[src/rtl/pipe_stage_skid_if.sv]
// Valid/ready handshake bundle for pipe_stage_skid: upstream side, downstream side and perf counters.
// slave = the stage itself; master = whoever drives the stage inputs.
interface pipe_stage_skid_if #(
   parameter int DATA_W = 32,
   parameter int CTRL_W = 6
);
   logic              in_valid;
   logic              in_ready;
   logic [DATA_W-1:0] in_data;
   logic [CTRL_W-1:0] in_ctrl;
   logic              out_valid;
   logic              out_ready;
   logic [DATA_W-1:0] out_data;
   logic [CTRL_W-1:0] out_ctrl;
   logic [1:0]        out_level;
   logic [31:0]       out_stall_cnt;
   logic [31:0]       out_bubble_cnt;

   modport slave (
      input  in_valid, in_data, in_ctrl, out_ready,
      output in_ready, out_valid, out_data, out_ctrl, out_level,
             out_stall_cnt, out_bubble_cnt
   );

   modport master (
      output in_valid, in_data, in_ctrl, out_ready,
      input  in_ready, out_valid, out_data, out_ctrl, out_level,
             out_stall_cnt, out_bubble_cnt
   );
endinterface

[src/rtl/pipe_stage_skid.sv]
// Generic pipeline boundary register with a 2-entry skid buffer, flush and bubble masking of control bits.
// Define PIPE_STAGE_PERF_EN to build the stall/bubble performance counters; otherwise they read 0.
//
//  state | meaning
//  EMPTY | no entry held, out_valid=0
//  ONE   | head (main) register valid
//  TWO   | main and skid valid, in_ready=0
module pipe_stage_skid #(
   parameter int DATA_W = 32,
   parameter int CTRL_W = 6
) (
   input logic               in_clk,
   input logic               in_rst,
   input logic               in_flush,
   pipe_stage_skid_if.slave  bus
);

   typedef enum logic [1:0] {EMPTY = 2'd0, ONE = 2'd1, TWO = 2'd2} state_t;

   state_t            state_q, state_d;
   logic [DATA_W-1:0] main_data_q, main_data_d, skid_data_q, skid_data_d;
   logic [CTRL_W-1:0] main_ctrl_q, main_ctrl_d, skid_ctrl_q, skid_ctrl_d;
   logic              in_ready_q, in_ready_d;
   logic              accept, emit, out_valid;

   assign out_valid = (state_q != EMPTY);
   assign accept    = bus.in_valid & in_ready_q;
   assign emit      = out_valid & bus.out_ready;

   always_comb begin
      state_d     = state_q;
      main_data_d = main_data_q;
      main_ctrl_d = main_ctrl_q;
      skid_data_d = skid_data_q;
      skid_ctrl_d = skid_ctrl_q;
      case (state_q)
         EMPTY: begin
            if (accept) begin
               state_d     = ONE;
               main_data_d = bus.in_data;
               main_ctrl_d = bus.in_ctrl;
            end
         end
         ONE: begin
            if (accept && emit) begin
               main_data_d = bus.in_data;
               main_ctrl_d = bus.in_ctrl;
            end else if (accept) begin
               state_d     = TWO;
               skid_data_d = bus.in_data;
               skid_ctrl_d = bus.in_ctrl;
            end else if (emit) begin
               state_d = EMPTY;
            end
         end
         TWO: begin
            if (emit) begin
               state_d     = ONE;
               main_data_d = skid_data_q;
               main_ctrl_d = skid_ctrl_q;
            end
         end
         default: state_d = EMPTY;
      endcase
      // Squashed transfers never reach the data registers; they just keep their old contents.
      if (in_flush) begin
         state_d     = EMPTY;
         main_data_d = main_data_q;
         main_ctrl_d = main_ctrl_q;
         skid_data_d = skid_data_q;
         skid_ctrl_d = skid_ctrl_q;
      end
      in_ready_d = (state_d != TWO);
   end

   always_ff @(posedge in_clk) begin
      if (in_rst) begin
         state_q     <= EMPTY;
         main_data_q <= '0;
         main_ctrl_q <= '0;
         skid_data_q <= '0;
         skid_ctrl_q <= '0;
         in_ready_q  <= 1'b1;
      end else begin
         state_q     <= state_d;
         main_data_q <= main_data_d;
         main_ctrl_q <= main_ctrl_d;
         skid_data_q <= skid_data_d;
         skid_ctrl_q <= skid_ctrl_d;
         in_ready_q  <= in_ready_d;
      end
   end

   assign bus.in_ready  = in_ready_q;
   assign bus.out_valid = out_valid;
   assign bus.out_data  = main_data_q;
   assign bus.out_ctrl  = main_ctrl_q & {CTRL_W{out_valid}};
   assign bus.out_level = state_q;

`ifdef PIPE_STAGE_PERF_EN
   logic [31:0] stall_cnt_q, bubble_cnt_q;

   always_ff @(posedge in_clk) begin
      if (in_rst) begin
         stall_cnt_q  <= '0;
         bubble_cnt_q <= '0;
      end else begin
         if (out_valid && !bus.out_ready && (stall_cnt_q != 32'hFFFF_FFFF))
            stall_cnt_q <= stall_cnt_q + 32'd1;
         if (!out_valid && (bubble_cnt_q != 32'hFFFF_FFFF))
            bubble_cnt_q <= bubble_cnt_q + 32'd1;
      end
   end

   assign bus.out_stall_cnt  = stall_cnt_q;
   assign bus.out_bubble_cnt = bubble_cnt_q;
`else
   assign bus.out_stall_cnt  = 32'h0;
   assign bus.out_bubble_cnt = 32'h0;
`endif

endmodule

[src/flat_wrapper.sv]
// flat-port wrapper written by rule: the top's interface ports become plain ports
module pipe_stage_skid_flat 
#(
   parameter int DATA_W = 32,
   parameter int CTRL_W = 6
)
  (in_clk, in_rst, in_flush, bus_in_valid, bus_in_data, bus_in_ctrl, bus_out_ready, bus_in_ready, bus_out_valid, bus_out_data, bus_out_ctrl, bus_out_level, bus_out_stall_cnt, bus_out_bubble_cnt);
  pipe_stage_skid_if #(.DATA_W(DATA_W), .CTRL_W(CTRL_W)) bus_i ();
  input logic in_clk;
  input logic in_rst;
  input logic in_flush;
  input wire logic [$bits(bus_i.in_valid)-1:0] bus_in_valid;
  input wire logic [$bits(bus_i.in_data)-1:0] bus_in_data;
  input wire logic [$bits(bus_i.in_ctrl)-1:0] bus_in_ctrl;
  input wire logic [$bits(bus_i.out_ready)-1:0] bus_out_ready;
  output wire logic [$bits(bus_i.in_ready)-1:0] bus_in_ready;
  output wire logic [$bits(bus_i.out_valid)-1:0] bus_out_valid;
  output wire logic [$bits(bus_i.out_data)-1:0] bus_out_data;
  output wire logic [$bits(bus_i.out_ctrl)-1:0] bus_out_ctrl;
  output wire logic [$bits(bus_i.out_level)-1:0] bus_out_level;
  output wire logic [$bits(bus_i.out_stall_cnt)-1:0] bus_out_stall_cnt;
  output wire logic [$bits(bus_i.out_bubble_cnt)-1:0] bus_out_bubble_cnt;
  assign bus_i.in_valid = bus_in_valid;
  assign bus_i.in_data = bus_in_data;
  assign bus_i.in_ctrl = bus_in_ctrl;
  assign bus_i.out_ready = bus_out_ready;
  assign bus_in_ready = bus_i.in_ready;
  assign bus_out_valid = bus_i.out_valid;
  assign bus_out_data = bus_i.out_data;
  assign bus_out_ctrl = bus_i.out_ctrl;
  assign bus_out_level = bus_i.out_level;
  assign bus_out_stall_cnt = bus_i.out_stall_cnt;
  assign bus_out_bubble_cnt = bus_i.out_bubble_cnt;
  pipe_stage_skid #(.DATA_W(DATA_W), .CTRL_W(CTRL_W)) u_core (.in_clk(in_clk), .in_rst(in_rst), .in_flush(in_flush), .bus(bus_i));
endmodule
[config.mk]
export PLATFORM = sky130hd
export DESIGN_NAME = pipe_stage_skid_flat
export DESIGN_NICKNAME = d
export VERILOG_FILES = /design/src/rtl/pipe_stage_skid_if.sv /design/src/rtl/pipe_stage_skid.sv /design/src/flat_wrapper.sv
export SDC_FILE = /design/constraint.sdc
export NUM_CORES = 1
export LEC_CHECK = 0
export ABC_AREA = 0
export CORE_MARGIN = 2
export CORE_UTILIZATION = 47
export CTS_CLUSTER_DIAMETER = 120
export DETAILED_ROUTE_END_ITERATION = 7
export PLACE_DENSITY = 0.95
export SLEW_MARGIN = 20
export SYNTH_ARGS = -nofsm -noshare
export SYNTH_HDL_FRONTEND = slang
export SYNTH_SLANG_ARGS = --single-unit
[constraint.sdc]
create_clock -name in_clk -period 3.15 [get_ports in_clk]
set_input_delay 0.4725 -clock in_clk [delete_from_list [all_inputs] [get_ports in_clk]]
set_output_delay 0.4725 -clock in_clk [all_outputs]
set_load 0.02 [all_outputs]
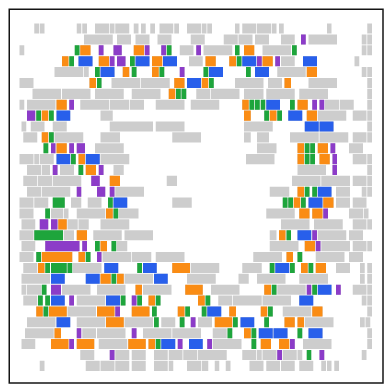
run_1/gate_families.png
(4 px per um)
| colour | family | cells | most used | where |
|---|---|---|---|---|
| blue | multiplexers | 38 | mux2i_1 | widely spread |
| purple | NOR gates | 51 | nor2_1 | widely spread |
| green | NAND gates | 80 | nand2_1 | widely spread |
| orange | inverting AOI/OAI gates | 78 | a21oi_1 | widely spread |

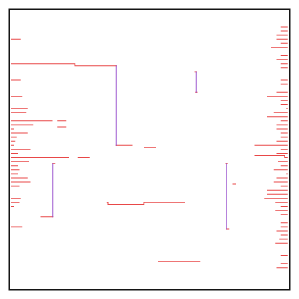
run_1/metal_stack.png
(3 px per um) Two of the layers only.
| colour | layer | wire length |
|---|---|---|
| purple | met4 | 72.8 um |
| red | met3 | 393 um |

==> results.py, run 1 <==
# Flow results
metrics = {
    "cts": {
        "postCtsSetupRepairBufs": 0,
    },
    "cells_and_area": {
        "seq_share": 0.346,
        "n_antenna_cell": 0,
        "drive_above_1_share": 0.0757,
    },
    "status": {
        "status": "complete, no violations",
    },
    "routing": {
        "vias": 2912,
        "drt_iter0_drc": 60,
        "ant_nets": 0,
    },
    "sta": {
        "period_used_share": 0.735,
        "setup_viol": 0,
        "worstMarginPinSlew_ps": 498,
    },
    "placed_design": {
        "place_ws_ps": 823,
        "hpwl_um": 5310,
    },
    "global_routing": {
        "grt_pass1_vias": 2830,
        "met3_usage": 0.0451,
        "grt_max_degree": 80,
    },
    "power_and_ir_drop": {
        "power.density_mw_per_mm2": 473,
    },
    "worst_setup_path": {
        "cp.arrival_ps": 1840,
        "crit_path_start_kind": "flop",
    },
    "min_path": {
        "hold_class": "flop to flop",
        "min_to": "u_core.skid_data_q[10]$_SDFFE_PP0P_",
    },
}
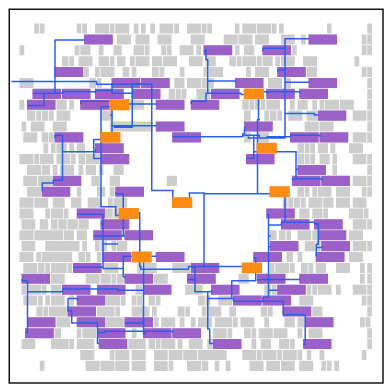
run_1/clock_map.png
(4 px per um)
[purple] flip-flops | count: 79
[blue] clock wires | length: 898 um
[orange] cells driving clock nets | count: 9
flops lie: widely spread

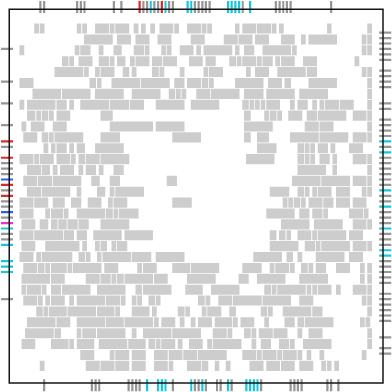
run_1/pins.png
(4 px per um) Pins as bars across the die edge, other pins in grey.
| colour | port | pins | direction | edge |
|---|---|---|---|---|
| red | bus_out_ctrl | 6 | output | 4 left, 2 top |
| magenta | in_flush | 1 | input | left |
| blue | bus_out_level | 2 | output | left |
| cyan | bus_in_data | 32 | input | 11 bottom, 9 top, 7 right, 5 left |

[run 1: cell families (layout without fill, tap and decap cells)]
| logic type | count (synthesis) | count (layout) | synth area share |
|---|---|---|---|
| AND-OR/OR-AND | 78 | 78 | 0.146 |
| XOR/XNOR | 1 | 1 | 0.00235 |
| buffers and inverters | 96 | 109 | 0.172 |
| flip-flops | 79 | 79 | 0.424 |
| multiplexers | 38 | 38 | 0.102 |
| other | 1 | 64 | 0.00101 |
| AND/OR/NAND/NOR | 133 | 133 | 0.152 |
[run 1: stage by stage]
step / utilization / instance area (sq um)
3_3_place_gp: 0.570 / 4380
3_5_place_dp: 0.570 / 4380
4_1_cts: 0.595 / 4580
5_1_grt: 0.595 / 4580
6_report: 0.595 / 4580
2_1_floorplan: - / 3960
--- run 2 (diff from run 1) ---
- CORE_UTILIZATION: 47 -> 44
- PLACE_DENSITY: 0.95 -> 0.91
- clock period: 3.15 -> 2.4 ns (I/O delays scaled with it)
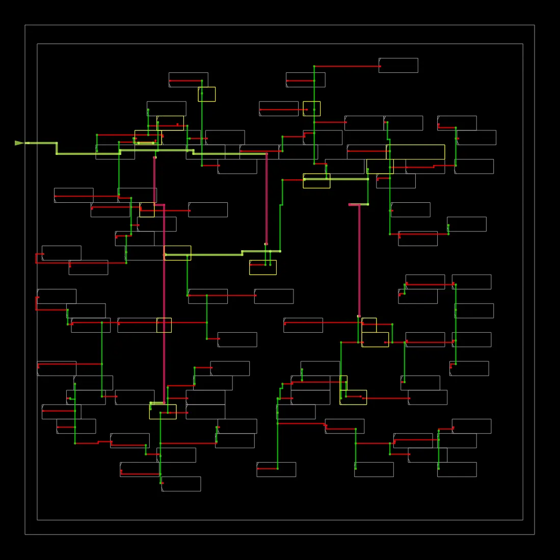
run_2/final_clocks.png
clk_lat worst skew: 340 ps
Final Skew: 8.52 ps
Clk power: 980 uW
registers: 79

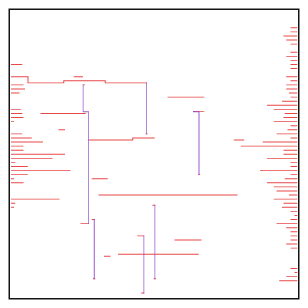
run_2/metal_stack.png
(3 px per um) Two of the layers only.
| colour | layer | wire length |
|---|---|---|
| red | met3 | 588 um |
| purple | met4 | 151 um |

==> run 2 against run 1 <==
Via count is 0.72% lower. Synthesized area is the same. Utilization decreased by 3.3 points. First-iteration DRC count is 28% higher. Total power up 32%. Worst hold slack improved by 1.8 ps. Sequential share of layout area shrank 0.34 points. Critical path type unchanged.
==> results.py, run 2 <==
# Flow results
metrics = {
    "status": {
        "status": "complete, no violations",
    },
    "global_routing": {
        "grt_max_degree": 80,
        "met3_usage": 0.0446,
        "grt_pass1_vias": 2671,
    },
    "routing": {
        "vias": 2891,
        "drt_iter0_drc": 77,
    },
    "placed_design": {
        "dpl_cell_area_sq_mm": 0.00442,
        "place_ws_ps": 188,
    },
    "worst_setup_path": {
        "cp.arrival_ps": 1760,
        "crit_path_start_kind": "flop",
        "rr_worst_depth": 4,
    },
    "cells_and_area": {
        "design_area_sq_mm": 0.00462,
        "n_antenna_cell": 0,
        "drive_above_1_share": 0.0774,
        "utilization": 0.562,
    },
    "power_and_ir_drop": {
        "p_total_mw": 2.86,
    },
    "synthesis": {
        "synth_compound_gate_area_share": 0.146,
        "synth.logic.top_family": "buffers and inverters",
        "syn-mean-instance-area_sq_um": 8.75,
        "synth_xor_xnor_area_share": 0.00235,
        "ys_sh_mux": 0.102,
        "yosys.area_share.simple": 0.152,
    },
    "sta": {
        "worstMarginPinSlew_ps": 513,
        "period_used_share": 0.881,
        "setup_viol": 0,
    },
    "min_path": {
        "min_to": "u_core.skid_data_q[4]$_SDFFE_PP0P_",
        "hold_class": "flop to flop",
    },
    "cts": {
        "postCtsSetupRepairBufs": 0,
    },
}
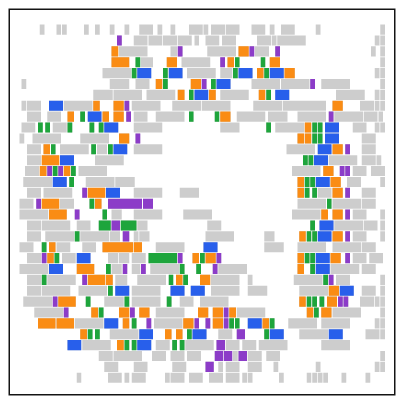
run_2/gate_families.png
(4 px per um)
| colour | family | cells | most used | where |
|---|---|---|---|---|
| green | NAND gates | 80 | nand2_1 | widely spread |
| orange | inverting AOI/OAI gates | 78 | a21oi_1 | widely spread |
| purple | NOR gates | 51 | nor2_1 | widely spread |
| blue | multiplexers | 38 | mux2i_1 | widely spread |

-- run 2: final cells by class --
type                       instances  area (sq um)
clock buffer                      10           128
clock inverter                     6          70.1
fill                             727          3600
inverter                           2          7.51
multi-input combinational        314          1760
sequential                        79          1580
tap                              105           131
timing repair buffer              93           941
-- run 2: power by group through the flow --
| stage | sequential, mW | clock [mW] | combinational [mW] |
|---|---|---|---|
| after floorplan | 1.47 | 0 | 0.319 |
| after global placement | 1.42 | 0 | 0.473 |
| after detailed placement | 1.42 | 0 | 0.484 |
| after CTS | 1.39 | 1.01 | 0.486 |
| after global routing | 1.40 | 1.07 | 0.528 |
| final | 1.39 | 0.980 | 0.486 |
No activity file was given, so power comes from the tool's default toggle rates.
